File: src/rtl/apb_pkg.sv
// rtl/apb_pkg.sv - shared state encoding and default widths for the APB command master
package apb_pkg;

  typedef enum logic [1:0] {
    IDLE   = 2'd0,
    SETUP  = 2'd1,
    ACCESS = 2'd2,
    RESP   = 2'd3
  } apb_state_t;

  localparam int APB_ADDR_W = 32;
  localparam int APB_DATA_W = 32;

endpackage

File: src/rtl/apb_timeout_cnt.sv
// rtl/apb_timeout_cnt.sv - saturating wait-state counter that flags the last permitted stall cycle
module apb_timeout_cnt #(
  parameter int TIMEOUT_CYCLES = 16
) (
  input  logic PCLK,
  input  logic PRESET,
  input  logic i_clear,
  input  logic i_enable,
  output logic o_expired
);

  localparam int CW = (TIMEOUT_CYCLES > 0) ? $clog2(TIMEOUT_CYCLES + 1) : 1;
  localparam logic [CW-1:0] LIMIT = CW'(TIMEOUT_CYCLES);
  localparam logic [CW-1:0] LAST  = (TIMEOUT_CYCLES > 0) ? CW'(TIMEOUT_CYCLES - 1) : '0;

  logic [CW-1:0] r_cnt;

  always_ff @(posedge PCLK) begin
    if (PRESET || i_clear) begin
      r_cnt <= '0;
    end else if (i_enable && (r_cnt != LIMIT)) begin
      r_cnt <= r_cnt + 1'b1;
    end
  end

  // Expiry is combinational so the Nth stalled cycle itself ends the transfer.
  assign o_expired = (TIMEOUT_CYCLES > 0) && i_enable && (r_cnt == LAST);

endmodule

File: src/rtl/apb_cmd_master.sv
// rtl/apb_cmd_master.sv - single-outstanding command/response to APB master bridge with wait timeout
module apb_cmd_master
  import apb_pkg::*;
#(
  parameter int TIMEOUT_CYCLES = 16,
  parameter int ADDR_W         = APB_ADDR_W,
  parameter int DATA_W         = APB_DATA_W
) (
  input  logic              PCLK,
  input  logic              PRESET,
  input  logic              cmd_valid,
  output logic              cmd_ready,
  input  logic              cmd_write,
  input  logic [ADDR_W-1:0] cmd_addr,
  input  logic [DATA_W-1:0] cmd_wdata,
  output logic              rsp_valid,
  input  logic              rsp_ready,
  output logic [DATA_W-1:0] rsp_rdata,
  output logic              rsp_err,
  output logic              PSEL,
  output logic              PENABLE,
  output logic              PWRITE,
  output logic [ADDR_W-1:0] PADDR,
  output logic [DATA_W-1:0] PWDATA,
  input  logic [DATA_W-1:0] PRDATA,
  input  logic              PREADY
);

  apb_state_t        r_state;
  apb_state_t        w_next;
  logic              r_pwrite;
  logic [ADDR_W-1:0] r_paddr;
  logic [DATA_W-1:0] r_pwdata;
  logic [DATA_W-1:0] r_rdata;
  logic              r_err;
  logic              w_expired;
  logic              w_done;

  apb_timeout_cnt #(
    .TIMEOUT_CYCLES(TIMEOUT_CYCLES)
  ) u_timeout (
    .PCLK     (PCLK),
    .PRESET   (PRESET),
    .i_clear  (r_state != ACCESS),
    .i_enable ((r_state == ACCESS) && !PREADY),
    .o_expired(w_expired)
  );

  assign w_done = (r_state == ACCESS) && (PREADY || w_expired);

  always_ff @(posedge PCLK) begin
    if (PRESET) begin
      r_state <= IDLE;
    end else begin
      r_state <= w_next;
    end
  end

  always_comb begin
    w_next    = r_state;
    cmd_ready = 1'b0;
    rsp_valid = 1'b0;
    PSEL      = 1'b0;
    PENABLE   = 1'b0;
    case (r_state)
      IDLE: begin
        cmd_ready = 1'b1;
        if (cmd_valid) w_next = SETUP;
      end
      SETUP: begin
        PSEL   = 1'b1;
        w_next = ACCESS;
      end
      ACCESS: begin
        PSEL    = 1'b1;
        PENABLE = 1'b1;
        if (w_done) w_next = RESP;
      end
      RESP: begin
        rsp_valid = 1'b1;
        if (rsp_ready) w_next = IDLE;
      end
      default: w_next = IDLE;
    endcase
  end

  // Captured command and response registers hold until the next capture/completion.
  always_ff @(posedge PCLK) begin
    if (PRESET) begin
      r_pwrite <= 1'b0;
      r_paddr  <= '0;
      r_pwdata <= '0;
      r_rdata  <= '0;
      r_err    <= 1'b0;
    end else begin
      if ((r_state == IDLE) && cmd_valid) begin
        r_pwrite <= cmd_write;
        r_paddr  <= cmd_addr;
        r_pwdata <= cmd_wdata;
      end
      if (w_done) begin
        r_err   <= !PREADY;
        r_rdata <= (PREADY && !r_pwrite) ? PRDATA : '0;
      end
    end
  end

  assign PWRITE    = r_pwrite;
  assign PADDR     = r_paddr;
  assign PWDATA    = r_pwdata;
  assign rsp_rdata = r_rdata;
  assign rsp_err   = r_err;

endmodule
File: config.mk
export PLATFORM = sky130hd
export DESIGN_NAME = apb_cmd_master
export DESIGN_NICKNAME = d
export VERILOG_FILES = /design/src/rtl/apb_pkg.sv /design/src/rtl/apb_timeout_cnt.sv /design/src/rtl/apb_cmd_master.sv
export SDC_FILE = /design/constraint.sdc
export NUM_CORES = 1
export LEC_CHECK = 0
export ABC_CLOCK_PERIOD_IN_PS = 2200
export CAP_MARGIN = 20
export CORE_MARGIN = 4
export CORE_UTILIZATION = 41
export CTS_CLUSTER_DIAMETER = 30
export CTS_CLUSTER_SIZE = 24
export DETAILED_ROUTE_END_ITERATION = 8
export PLACE_DENSITY_LB_ADDON = 0.15
export SLEW_MARGIN = 25
export SYNTH_ARGS = -nofsm -noshare
export SYNTH_HDL_FRONTEND = slang
export SYNTH_SLANG_ARGS = --single-unit
File: constraint.sdc
create_clock -name PCLK -period 2.2 [get_ports PCLK]
set_input_delay 0.55 -clock PCLK [delete_from_list [all_inputs] [get_ports PCLK]]
set_output_delay 0.55 -clock PCLK [all_outputs]
set_load 0.005 [all_outputs]
Run 1, wiring heat map:
The die is cut into 22 by 22 equal tiles; black is low, pale yellow is high, scaled to the fullest tile. Values are wire area over tile area, all layers added.
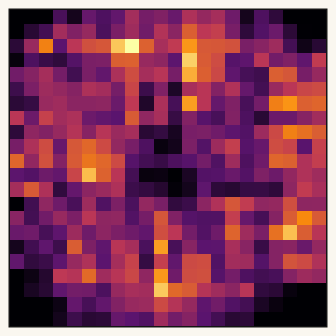
densest ninth of the die: top middle
tiles over half the peak: 19%
fullest tile: 0.47
nearly empty tiles: 6.2%
vias: 3865
Routed WL: 11.9 mm

Run 1, routed clock nets over the placement:
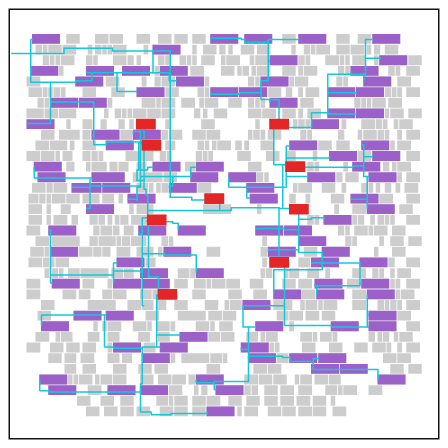
[cyan] clock wires | length: 1160 um
[purple] flip-flops | count: 105
[red] cells driving clock nets | count: 9
routed clock nets: 10
clk_skew: 0.0108 ns
clock network latency to the later pin of the worst-skew pair: 0.35 ns
clock share of power: 0.203
clk pwr: 1.12 mW

Run 1, selected gate families:
Scale bar: 20 um.
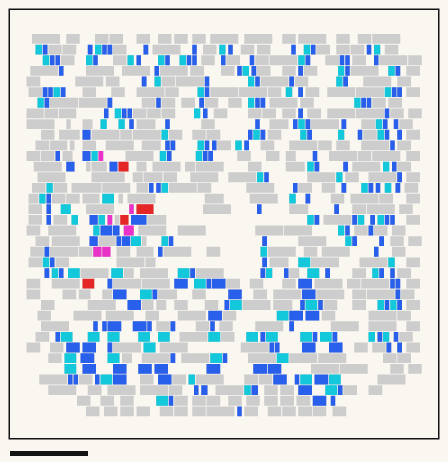
| colour | family | cells | where |
|---|---|---|---|
| red | AND and OR gates | 4 | left middle |
| blue | NAND gates | 205 | spread over the die |
| magenta | NOR gates | 6 | left middle |
| cyan | inverting AOI/OAI gates | 105 | spread over the die |
most frequent logic cell in the layout: clkdlybuf4s50_1
Comb/total area: 0.281
Finished Layout Cells: 810

==> impl_metrics.tcl, run 1 <==
# yosys + openroad results
set metrics [dict create \
    outcome "finished, final reports clean" \
    ios 204 \
    path_cells "inv_1 > ha_2 > clkdlybuf4s50_1" \
    largest_area_cell "dfxtp_1" \
    whs_ns 0.453 \
    area_growth_pct 55.7 \
    largestClassByArea "non-clock buffers" \
    antenna_left 0 \
    clock.fmax_mhz 487 \
    setup_viol 0 \
    inverters 6 \
    grt_pass1_wl_mm 18.1 \
    synth.top_cell.area_share 0.499 \
    tightestPinTransition_ns 0.330 \
    timing.final.max_slew_violations 0 \
    mux_share 0.00237 \
    post-cts-setup-buffer-count 0 \
    track_usage 0.190 \
    yosys_area_sq_mm 0.00422 \
    logic_area_sq_mm 0.00184 \
    n_tap_cell 133 \
    top_layer "met4" \
    power.density_mw_per_mm2 842 \
    grt_pass1_vias 3758 \
    cpPeakStageDelay_ns 0.52 \
    firstDrtPassIters 5 \
    criticalPathCategory "reg -> out" \
    use_met2 0.327 \
    slew_headroom 0.780 \
    aoi_share 0.163 \
    netlist_instances 479 \
    cp.required_ns 1.65 \
    overflow 0 \
    synthArstFlopShare 0 \
    core-area_sq_mm 0.00991 \
    openroad.warnings 29 \
    crit_path_end_kind "primary output" \
    avgRoutedWirePerCell_um 14.7 \
    area_share_clock_buf_inv 0.0292 \
    holdBufCountCts 0 \
    wl_met2_mm 5.82 \
    fp-row-count 36 \
    fin_area_sq_mm 0.00656 \
    antenna_found_initial 0 \
    path_clk_slew_ns 0.09 \
    placed_cells 794 \
    cts_tree "built" \
    crit_path_max_fanout 5 \
    grt_max_degree 58 \
    fp_nets 587 \
    cts.htree.levels 3 \
    slowest_stage "clkdlybuf4s50_1" \
    syn_area_per_cell_sq_um 8.80 \
    syn_area_sq_mm 0.00422 \
    gp_congestion 0.817 \
    yosys_cells 479 \
    die_w_um 109 \
    synth_flops 105 \
    p_total_mw 5.53 \
    start_kind "register" \
    synth_warnings 0 \
    die_h_um 109 \
    leakage_nw 2.26 \
    path_buffers 2 \
    drc 0 \
    n_antenna_cell 0 \
    drt-initial-drc-count 242 \
    seq_share 0.321 \
    synth.cellmix.simpleShare 0.250 \
    rsz0062_at_grt "no" \
    grtUsageMet3 0.0393 \
    logic_family "simple AND/OR/NAND/NOR gates" \
    portBuffers 203 \
    comb_cells 332 \
    synth-adder-area-share 0.0178 \
    netlist_top_cells_count "nand2_1 (164), dfxtp_1 (105), a21oi_1 (70)" \
    edf_count 0 \
    finalHoldViolCount 0 \
    layout_min_cycle_time_ns 2.05 \
    drv_cap 0 \
    synth.distinct_cells 36 \
    cts_root_buf "clkbuf_8" \
    cts_buffer_depth 2 \
    drive_above_1_share 0.149 \
    floorplan.core_util 0.425 \
    rrSetupSlack_ns 0.41 \
    ff_type "dfxtp_1" \
    ff_count 105 \
    buffers 218 \
    grt-busiest-layer "met2" \
    cts-resized-gates 0 \
    use_met1 0.236 \
    critPathArrivalTime_ns 1.50 \
    hpwl_mm 8.85 \
    ys_seq_frac 0.499 \
    fill_cells 815 \
    yosysMostFrequentCell "nand2_1" \
    top_cells_by_area "dfxtp_1 (50%), nand2_1 (15%), a21oi_1 (8.3%)" \
    drt-met1-wl_mm 5.10 \
    buf_share 0.340 \
    cts_buffers 9 \
    met3WireLength_um 746 \
    flop_area_sq_mm 0.00211 \
    post_dp_cell_area_sq_mm 0.00636 \
    vdd.ir_drop.worst_uv 680 \
    yosys.area_share.xor_xnor 0.00208 \
    crit_family "buffers and inverters" \
    nets 780 \
    final_layout_top_logic_cells "clkdlybuf4s50_1 (201), nand2_1 (163), dfxtp_1 (103), a21oi_1 (70)" \
    clockBufferCount 11 \
    post-route-period-util 0.934 \
    vias_per_cell 4.77 \
    fin_tns_setup_ns 0 \
    cts_sinks 105 \
    hold_path_class "in -> reg" \
    die_area_sq_mm 0.0120 \
]
run 1: per-stage QoR:
step                setup WS, ns  utilization
CTS                       0.0113        0.661
floorplan                  0.659            -
global route              0.0524        0.662
detailed placement         0.187        0.642
finish                     0.146        0.662
global placement           0.213        0.642
run 1: where the power goes:
group	switching (mW)	internal [mW]	leakage, nW
clock network	0.645	0.478	0.0878
logic	1.00	1.08	1.31
registers	0.144	2.18	0.857
total	1.79	3.74	2.26
run 1: worst paths after layout:
kind / cells after the start / start / endpoint
setup / recovery: 3 / r_state[0] / cmd_ready
hold / removal: 2 / PRESET / PWRITE
hold reg to reg: 2 / PWDATA[6] / PWDATA[6]
setup reg to reg: 7 / u_timeout.r_cnt[0] / rsp_rdata[2]
Run 1, cell placement:
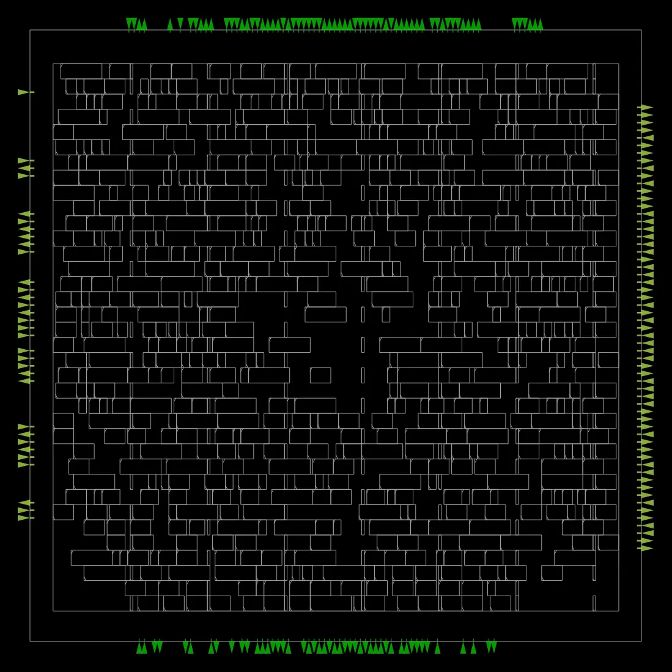

==> run 1 -> run 2 <==
--- a/config.mk
+++ b/config.mk
@@ -12,6 +12,7 @@
 export CTS_CLUSTER_DIAMETER = 30
 export CTS_CLUSTER_SIZE = 24
 export DETAILED_ROUTE_END_ITERATION = 8
+export GPL_TIMING_DRIVEN = 0
 export PLACE_DENSITY_LB_ADDON = 0.15
 export SLEW_MARGIN = 25
 export SYNTH_ARGS = -nofsm -noshare
Run 2, cell placement:
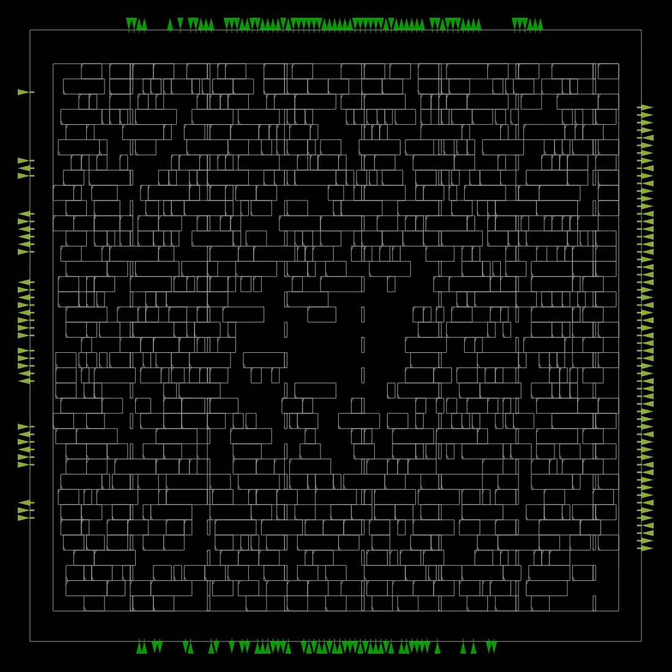
flip-flops: 105
Finished Layout Cells: 831

==> impl_metrics.tcl, run 2 <==
# yosys + openroad results
set metrics [dict create \
    aoi_share 0.163 \
    p_switching_mw 1.81 \
    min_to "PADDR[5]" \
    largest_area_cell "dfxtp_1" \
    path_cells "inv_1 > ha_1 > clkdlybuf4s50_1" \
    cp.required_ns 1.65 \
    leakage_nw 2.29 \
    rr_worst_depth 7 \
    cts_buffers 9 \
    tightestPinTransition_ns 0.537 \
    synth_warnings 0 \
    n_antenna_cell 0 \
    largestClassByArea "non-clock buffers" \
    rsz0062_at_grt "no" \
    top_cells_by_area "dfxtp_1 (50%), nand2_1 (15%), a21oi_1 (8.3%)" \
    mux_share 0.00237 \
    cts_root_buf "clkbuf_8" \
    synthArstFlopShare 0 \
    track_usage 0.200 \
    ios 204 \
    crit_path_max_fanout 3 \
    crit_path_end_kind "primary output" \
    hpwl_mm 9.70 \
    seq_cell_power_mw 2.32 \
    drive_above_1_share 0.156 \
    area_share_clock_buf_inv 0.0273 \
    seq_share 0.319 \
    netlist_top_cells_count "nand2_1 (164), dfxtp_1 (105), a21oi_1 (70)" \
    power_frac_seq 0.420 \
    wl_mm 12.4 \
    crit_start "r_state[0]" \
    power_clock_mw 1.11 \
    netlist_instances 479 \
    cts_tree "built" \
    avgRoutedWirePerCell_um 14.9 \
    portBuffers 203 \
    clock.fmax_mhz 473 \
    synth-adder-area-share 0.0178 \
    finalHoldViolCount 0 \
    cts_sinks 105 \
    area_growth_pct 56.5 \
    cpPeakStageDelay_ns 0.50 \
    crit_family "buffers and inverters" \
    edf_count 0 \
    drc 0 \
    fp_nets 587 \
    yosys_area_sq_mm 0.00422 \
    ff_type "dfxtp_1" \
    r2r-start "u_timeout.r_cnt[0]" \
    final_layout_top_logic_cells "clkdlybuf4s50_1 (203), nand2_1 (164), dfxtp_1 (103), a21oi_1 (70)" \
    timing.final.max_slew_violations 0 \
    openroad.warnings 29 \
    core-area_sq_mm 0.00991 \
    placed_cells 815 \
    die_w_um 109 \
    yosys_cells 479 \
    layout_min_cycle_time_ns 2.11 \
    critPathArrivalTime_ns 1.56 \
    utilization 0.666 \
    yosysMostFrequentCell "nand2_1" \
    path_buffers 2 \
    floorplan.core_util 0.425 \
    p_total_mw 5.52 \
    grt_pass1_vias 4036 \
    finalClockSkew_ns 0.0161 \
    post_dp_cell_area_sq_mm 0.00641 \
    buf_share 0.347 \
    cp.depth 3 \
    vias_per_cell 4.83 \
    p_sw_frac 0.329 \
    overflow 0 \
    synth.cellmix.simpleShare 0.250 \
    whs_ns 0.458 \
    gp_congestion 0.832 \
    clkPwrFrac 0.202 \
    die_h_um 109 \
    grt_max_degree 18 \
    die_area_sq_mm 0.0120 \
    grt_pass1_wl_mm 18.9 \
    cts.htree.levels 3 \
    ys_seq_frac 0.499 \
    synth_flops 105 \
    hold_path_class "reg -> reg" \
    outcome "finished, final reports clean" \
    setup_slack_ns 0.0877 \
    hold_start "PADDR[5]" \
    syn_area_sq_mm 0.00422 \
    drt-initial-drc-count 149 \
    holdBufCountCts 0 \
    antenna_found_initial 0 \
    criticalPathCategory "reg -> out" \
]
==> run 2: layer usage <==
layer / track usage / vias to the layer above / part of all wire
li1: - / 2001 / -
met1: 0.226 / 1871 / 0.40
met2: 0.367 / 123 / 0.51
met3: 0.0399 / 22 / 0.062
met4: 0.0793 / 0 / 0.024
met5: 0 / - / 0
==> run 2: what timing repair did <==
action	4_1_cts	5_1_grt
buffers inserted	0	0
endpoints found under the hold margin	0	0
gates resized	0	3
setup endpoints to repair	0	2
==> run 2: cell families (layout without fill, tap and decap cells) <==
kind of cell	Yosys count	count (layout)
muxes	1	1
xor gates and xnor gates	1	1
adders and majority gates	6	6
AOI/OAI and AO/OA	109	109
DFF	105	105
and+or+nand+nor	215	215
buffers and inverters	42	261
==> run 2 -> run 3 <==
--- a/config.mk
+++ b/config.mk
@@ -5,7 +5,6 @@
 export SDC_FILE = /design/constraint.sdc
 export NUM_CORES = 1
 export LEC_CHECK = 0
-export ABC_CLOCK_PERIOD_IN_PS = 2200
 export CAP_MARGIN = 20
 export CORE_MARGIN = 4
 export CORE_UTILIZATION = 41
Run 3, close-up of the layout:
Scale bar: 10 um. Region (42, 20) to (67, 45) um. Cells in grey, sequential cells in the stronger grey; small squares are vias.
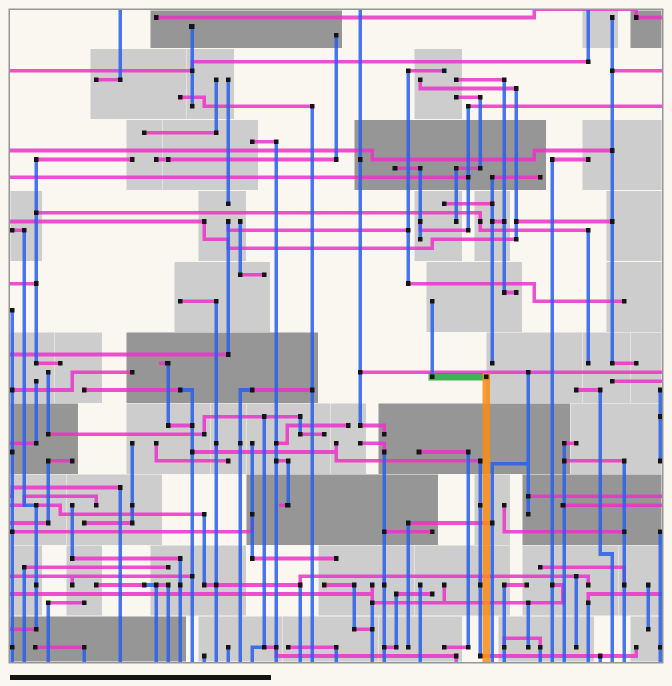
| colour | layer |
|---|---|
| orange | met4 |
| magenta | met1 |
| green | met3 |
| blue | met2 |
most frequent: clkdlybuf4s50_1 (8)
sequential cells in the window: 7
cells with their middle in the window: 44
netlist names of flops here include: rsp_rdata (7)

==> impl_metrics.tcl, run 3 <==
# yosys + openroad results
set metrics [dict create \
    post_dp_cell_area_sq_mm 0.00641 \
    die_area_sq_mm 0.0120 \
    core-area_sq_mm 0.00991 \
    vias_per_cell 4.83 \
    floorplan.core_util 0.425 \
    slew_headroom 0.642 \
    cts_tree "built" \
    setup_slack_ns 0.0877 \
    crit_path_end_kind "primary output" \
    power_frac_seq 0.420 \
    tightestPinTransition_ns 0.537 \
    whs_ns 0.458 \
    outcome "finished, final reports clean" \
    use_met2 0.367 \
    synth_warnings 0 \
    netlist_instances 479 \
    rrSetupSlack_ns 0.36 \
    yosys.area_share.xor_xnor 0.00208 \
    final_layout_top_logic_cells "clkdlybuf4s50_1 (203), nand2_1 (164), dfxtp_1 (103), a21oi_1 (70)" \
    logic_family "simple AND/OR/NAND/NOR gates" \
    syn_area_per_cell_sq_um 8.80 \
    ff_type "dfxtp_1" \
    power_clock_mw 1.11 \
    met3WireLength_um 765 \
    cts_buffers 9 \
    grt_pass1_vias 4036 \
    n_antenna_cell 0 \
    mux_share 0.00237 \
    path_cells "inv_1 > ha_1 > clkdlybuf4s50_1" \
    drt-met1-wl_mm 4.98 \
    die_w_um 109 \
    crit_path_max_fanout 3 \
    finalClockSkew_ns 0.0161 \
    largest_area_cell "dfxtp_1" \
    netlist_top_cells_count "nand2_1 (164), dfxtp_1 (105), a21oi_1 (70)" \
    wl_met2_mm 6.34 \
    holdBufCountCts 0 \
    portBuffers 203 \
    cts.htree.levels 3 \
    aoi_share 0.163 \
    layout_min_cycle_time_ns 2.11 \
    ios 204 \
    cts_sinks 105 \
    top_cells_by_area "dfxtp_1 (50%), nand2_1 (15%), a21oi_1 (8.3%)" \
    cts_buffer_depth 2 \
    openroad.warnings 29 \
    use_met1 0.226 \
    seq_cell_power_mw 2.32 \
    post-route-period-util 0.960 \
    final_cells 831 \
    cp.required_ns 1.65 \
    hold_path_class "reg -> reg" \
    critPathArrivalTime_ns 1.56 \
    track_usage 0.200 \
    hpwl_mm 9.70 \
    antenna_found_initial 0 \
    synth.cellmix.simpleShare 0.250 \
    syn_area_sq_mm 0.00422 \
    timing.final.max_slew_violations 0 \
    synth-adder-area-share 0.0178 \
    leakage_nw 2.29 \
    finalHoldViolCount 0 \
    path_buffers 2 \
    utilization 0.666 \
    fp_nets 587 \
    overflow 0 \
    yosys_cells 479 \
    rsz0062_at_grt "no" \
    clock.fmax_mhz 473 \
    die_h_um 109 \
    crit_family "buffers and inverters" \
    p_total_mw 5.52 \
    cts_root_buf "clkbuf_8" \
    powerComb_mw 2.09 \
    grt_pass1_wl_mm 18.9 \
    synthArstFlopShare 0 \
    p_sw_frac 0.329 \
    synth_flops 105 \
    drc 0 \
    drive_above_1_share 0.156 \
    grt-busiest-layer "met2" \
    vias 4017 \
    edf_count 0 \
    wl_mm 12.4 \
    area_growth_pct 56.5 \
    ys_seq_frac 0.499 \
    avgRoutedWirePerCell_um 14.9 \
    gp_congestion 0.832 \
    p_switching_mw 1.81 \
    grtUsageMet3 0.0399 \
    yosys_area_sq_mm 0.00422 \
    placed_cells 815 \
    grt_max_degree 18 \
    top_layer "met4" \
    cpPeakStageDelay_ns 0.50 \
    yosysMostFrequentCell "nand2_1" \
    clkPwrFrac 0.202 \
    drt-initial-drc-count 149 \
    criticalPathCategory "reg -> out" \
]
==> run 3: cell counts in the layout (fill, tap and decap cells not counted) <==
No cell type changed its count.
==> run 3: final cells by class <==
cell class	instances	area, sq um
buffer	36	256
clock buffer	11	141
clock inverter	5	38.8
fill	859	3310
inverter	6	22.5
multi-input combinational	332	1830
sequential	105	2110
tap	133	166
timing repair buffer	203	2030
==> run 3: worst paths after layout <==
check / from / depth (start not counted) / endpoint
worst max-delay path: r_state[0] / 3 / PSEL
worst min-delay path: PADDR[5] / 2 / PADDR[5]
worst max register to register: u_timeout.r_cnt[0] / 7 / rsp_rdata[30]
worst min register to register: PADDR[5] / 2 / PADDR[5]
==> run 3: timing repair <==
item / 4_1_cts / 5_1_grt
setup buffers: 0 / 0
endpoints found under the hold margin: 0 / 0
resized: 0 / 3
setup endpoints to repair: 0 / 2
Power figures rest on the tool's default switching activity, not on a simulated workload.
